==> config.mk <==
export PLATFORM = sky130hd
export DESIGN_NAME = imem_loader_flat
export DESIGN_NICKNAME = d
export VERILOG_FILES = /design/src/rtl/imem_loader_if.sv /design/src/rtl/imem_loader.sv /design/src/flat_wrapper.sv
export SDC_FILE = /design/constraint.sdc
export NUM_CORES = 1
export LEC_CHECK = 0
export ABC_AREA = 0
export CAP_MARGIN = 30
export CORE_ASPECT_RATIO = 1.4
export CORE_MARGIN = 1
export CORE_UTILIZATION = 55
export DETAILED_ROUTE_END_ITERATION = 6
export HOLD_SLACK_MARGIN = 0.1
export PLACE_DENSITY = 0.86
export SETUP_SLACK_MARGIN = 0.3
export SYNTH_ARGS = -nofsm -noshare
export SYNTH_HDL_FRONTEND = slang
export SYNTH_SLANG_ARGS = --single-unit
==> constraint.sdc <==
create_clock -name clock -period 4.6 [get_ports clock]
set_input_delay 0.92 -clock clock [delete_from_list [all_inputs] [get_ports clock]]
set_output_delay 0.92 -clock clock [all_outputs]
set_load 0.01 [all_outputs]
Run 1, clock network drawn from the DEF:
Drawn at 2 px/um.
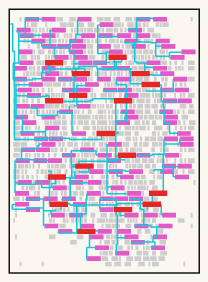
- clock wires: cyan (length 1620 um)
- flip-flops: magenta (count 146)
- clock drivers: red (count 17)
- routed clock nets: 18
- flops lie: widely spread
clock skew: 0.0120 ns
Clk. pwr: 0.00135 W

Run 1, PDN straps and rails:
Drawn at 3 px/um. Pins as bars on the die edge.
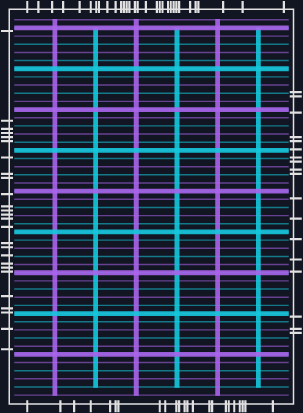
- VDD: cyan
- VSS: purple
- signal pins: 98
- met1 rails: 47
- met5 straps: 9
chip width: 94.2 um
Worst VDD drop: 0.264 mV

Run 1, signal wires by layer:
Drawn at 4 px/um.
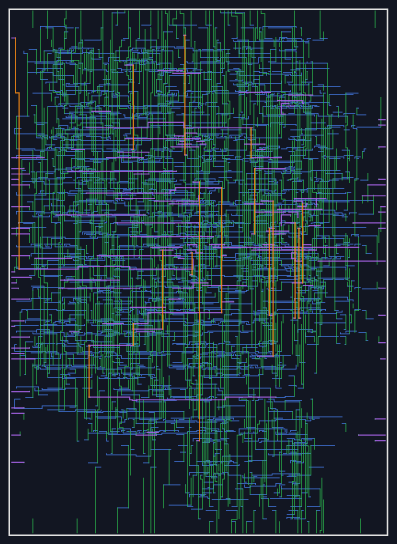
- metal 1: blue (wire length 6100 um)
- metal 3: purple (wire length 911 um)
- metal 4: orange (wire length 399 um)
- metal 2: green (wire length 8370 um)
final WL: 15800 um
Avg WL per Cell: 15.3 um
via count: 5819

==> impl_metrics.toml, run 1 <==
# yosys + openroad results
[setup_path]
critical_path_class = "register to primary output"
cp.required_ns = 3.68
slowest_stage = "dfxtp_1"
critPathMaxFanout = 22
ff2ff_path_depth = 7
start_kind = "register"
critPathTopFamily = "flip-flops"
max_stage_delay_ns = 0.77
endpoint_kind = "primary output"
cp.depth = 3
worstPathArrival_ns = 2.18
crit_chain = "nor3_1 > a21oi_1 > clkdlybuf4s50_1"
path_buffers = 1

[place]
gp_congestion = 0.943
pre_cts_ws_ns = 1.14
place_inst = 998
placed_area_um2 = 7320
dpl.hpwl_um = 10300

[layout]
diodes = 0
inv_count = 15
sh_comb_area_pct = 41.7
nets = 893
fillers = 910
final_cells = 1030
drive_gt1_share_pct = 5.64
seq_share_pct = 37.0
nMultiInputCombCells = 606
fin_util_pct = 69.0
largest_reg_flops = 32
nClkBuffers = 18
stdcell_area_um2 = 7900
buffers_excl_clock = 87
syn_to_final_growth_pct = 20.7
register_area_um2 = 2920
largest_cell_class = "multi-input combinational cells"
clock_area_share_pct = 7.38

[synthesis]
ys_cells = 821
fa_ha_area_share_pct = 1.53
yosys-stat-area_um2 = 6550
logic_family = "simple AND/OR/NAND/NOR gates"
synth_warnings = 0
ys.flops = 146
synth.avg_cell_area_um2 = 7.98
xor_area_share_pct = 7.49
ys_top_cells_by_area = "dfxtp_1 45%, nand2_1 10%, a21oi_1 8.5%"
synth_area_um2 = 6550
mux_share_pct = 1.55
synth-simple-area-share_pct = 25.6
yosys.area.top_type_share_pct = 44.6
edf_count = 0
ys_sh_aoi_pct = 13.2
ys_types = 52
yosysMostFrequentCell = "nand2_1"
synthCells = 821

[floorplanning]
num_rows = 46
die_area_um2 = 12400
num_io_pins = 98
fp_util_pct = 57.2

[sta]
setup_tns_ns = 0
hold_viol = 0
period_used_pct = 67.4
hold_ws_ns = 0.451
fin_crit_ns = 3.10
slew_viol_final = 0
grt_setup_unrepaired = "no"
setup-violations-final = 0

[power_and_ir_drop]
combPwrFrac_pct = 6.0
p_int_w = 0.00211
power.group.top = "clock"
p_per_area_nw_per_um2 = 356
switching_share_pct = 24.9
pg_comb_w = 0.000168
clockPowerShare_pct = 47.9
pg_seq_w = 0.00130
p_switching_w = 0.000699

[global_route]
grt_overflow = 0
antenna_found_initial = 0
grt_pass1_wl_um = 25900
grt_usage_pct = 26.3
grt_max_degree = 68

[job]
warning_count = 30
max-cap-violations = 0

[clock_tree]
htree_levels = 4
clock-sinks = 146
cts_root_buf = "clkbuf_16"
cts_tree = "built"
hold_buffers = 0
cts_setup_buffers = 0
cts-resized-gates = 0
cts_buffers = 17

[detailed_routing]
antenna_left = 0
drt_pass1_iterations = 7
drtIter0Drc = 469

[worst_hold_path]
whs_path_depth = 2

[outcome]
status = "complete, no violations"
[run 1: cell usage in the layout (no fill, tap or decap), drive strengths merged, types with 2 or more instances in the layout]
cell type and count:
nand2 175, dfxtp 146, a21oi 111, clkdlybuf4s50 80
nor2 65, nand3 36, xnor2 34, xor2 22
inv 22, o21ai 18, clkbuf 18, conb 16
nand4 12, nand3b 10, nor4 10, nor3 9
mux2i 9, ha 8, and2 7, or4 7
buf 7, and3 6, or3 6, nor3b 5
nand2b 5, clkinv 4, o21a 3, o22ai 3
and4 2, nor4bb 2, o21ba 2, o211a 2
a2111oi 2, nor2b 2, a22oi 2, clkinvlp 2
[run 1: layer usage]
layer  vias up  track usage [%]  share of wire [%]
met3        36             5.27                5.8
met2       217             46.1                 53
li1       2842                -                  -
met5         -                0                  0
met4         0             12.8                2.5
met1      2724             29.5                 39
==> run 1 -> run 2 <==
--- a/config.mk
+++ b/config.mk
@@ -9,10 +9,10 @@
 export CAP_MARGIN = 30
 export CORE_ASPECT_RATIO = 1.4
 export CORE_MARGIN = 1
-export CORE_UTILIZATION = 55
+export CORE_UTILIZATION = 49
 export DETAILED_ROUTE_END_ITERATION = 6
 export HOLD_SLACK_MARGIN = 0.1
-export PLACE_DENSITY = 0.86
+export PLACE_DENSITY = 0.81
 export SETUP_SLACK_MARGIN = 0.3
 export SYNTH_ARGS = -nofsm -noshare
 export SYNTH_HDL_FRONTEND = slang
==> constraint.sdc (replaced) <==
create_clock -name clock -period 2.7 [get_ports clock]
set_input_delay 0.54 -clock clock [delete_from_list [all_inputs] [get_ports clock]]
set_output_delay 0.54 -clock clock [all_outputs]
set_load 0.01 [all_outputs]
Run 2, clock wiring as the flow saved it:
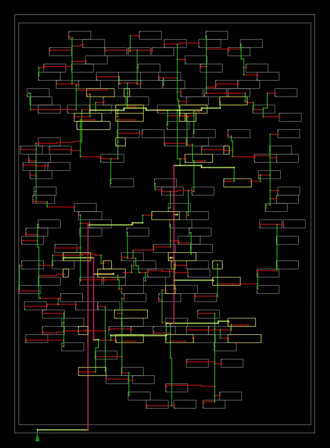
worst skew pair latency: 0.41 ns
CTS sink cnt: 146

==> run 2 against run 1 <==
  * Hold slack hardly changed
  * Sequential share of layout area is 1.5 points lower
  * Cell area is 4.5% higher
  * Non-clock buffer count is 36 higher
  * Synthesized area stayed put
  * Synthesized cell count stayed put
  * Utilization is 5.2 points lower
  * Via count is 1.9% higher
  * Clock skew is 0.0056 ns lower
  * First-iteration DRC count stayed put
  * Critical endpoint unchanged
==> impl_metrics.toml, run 2 <==
# yosys + openroad results
[global_route]
grt_overflow = 0
antenna_found_initial = 0
grt_util_met3_pct = 5.04
groute.layer.met1.usage_pct = 26.5
busiest_layer = "met2"
grtUsageMet2_pct = 42.4
grt_pass1_wl_um = 26600

[power_and_ir_drop]
p_per_area_nw_per_um2 = 594
ir_drop_mv = 0.403

[synthesis]
yosys-stat-area_um2 = 6550
yosysMostFrequentCell = "nand2_1"
synthCells = 821
ys_cells = 821
yosys.area.top_type_share_pct = 44.6
synth_area_um2 = 6550
ys_types = 52
ys.flops = 146
synth_warnings = 0

[detailed_routing]
drt-met1-wl_um = 6370
vias = 5927
antenna_left = 0
dr_wl_met3_um = 748
wirelength_um = 16200
drtIter0Drc = 469
wl_met2_um = 8450
routed.top_layer = "met4"

[setup_path]
endpoint_kind = "primary output"
cp.required_ns = 2.16
critPathMaxFanout = 16
critical_path_class = "register to primary output"
start_kind = "register"
ff2ff_path_depth = 6

[job]
warning_count = 30
max-cap-violations = 0

[layout]
largest_reg_flops = 32
buffers_excl_clock = 123
seq_share_pct = 35.4
fillers = 1070
nets = 929
diodes = 0
nMultiInputCombCells = 606
layout_top_cells = "174 x nand2_1, 143 x dfxtp_1, 110 x a21oi_1, 78 x clkdlybuf4s50_1, 65 x nor2_1"
register_area_um2 = 2930
largest_cell_class = "multi-input combinational cells"
clock_area_share_pct = 7.15
nClkBuffers = 18
syn_to_final_growth_pct = 26.1

[sta]
period_used_pct = 87.7
slew_viol_final = 0
fin_crit_ns = 2.37
hold_viol = 0
grt_setup_unrepaired = "no"
setup-violations-final = 0
finalClockSkew_ns = 0.00639
setup_tns_ns = 0

[floorplanning]
num_rows = 49

[place]
pre_cts_ws_ns = -0.0868
placed_area_um2 = 7620
gp_congestion = 0.904
place_inst = 1068

[clock_tree]
cts_tree = "built"
cts-resized-gates = 2
cts_root_buf = "clkbuf_16"
cts_setup_buffers = 0

[outcome]
status = "complete, no violations"

[worst_hold_path]
whs_path_depth = 2
Run 2, logic cells by family:
Drawn at 2 px/um.
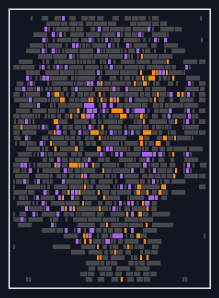
- NOR gates: orange (cells 93)
- inverting AOI/OAI gates: purple (cells 143)
Cell Count, Final, Fillers Out: 1099
Comb area share: 40.4%
Top cell excl fill/tap: nand2_1

-- run 2: logic make-up (layout without fill, tap and decap cells) --
kind of cell | Yosys count | in the layout | synth area share [%]
buf+inv | 84 | 169 | 5.92
simple gates | 363 | 363 | 25.6
mux | 10 | 10 | 1.55
compound gates | 153 | 153 | 13.2
xor+xnor | 56 | 56 | 7.49
fa+ha+maj | 8 | 8 | 1.53
flops | 146 | 146 | 44.6
other cells | 1 | 16 | 0.0573
-- run 2: power breakdown --
part           switching (W)  leakage, nW  internal, W
sequential         0.0000327         1.18      0.00218
clock               0.000919        0.290      0.00145
combinational       0.000197         1.41     0.000129
-- run 2: worst max-delay path, cell delays in order, from the launching register on --
cell,delay (ns)
dfxtp_1,0.37
buf_4,0.22
a21oi_1,0.24
clkdlybuf4s50_1,0.58
Power is estimated from default activity; no workload was simulated.
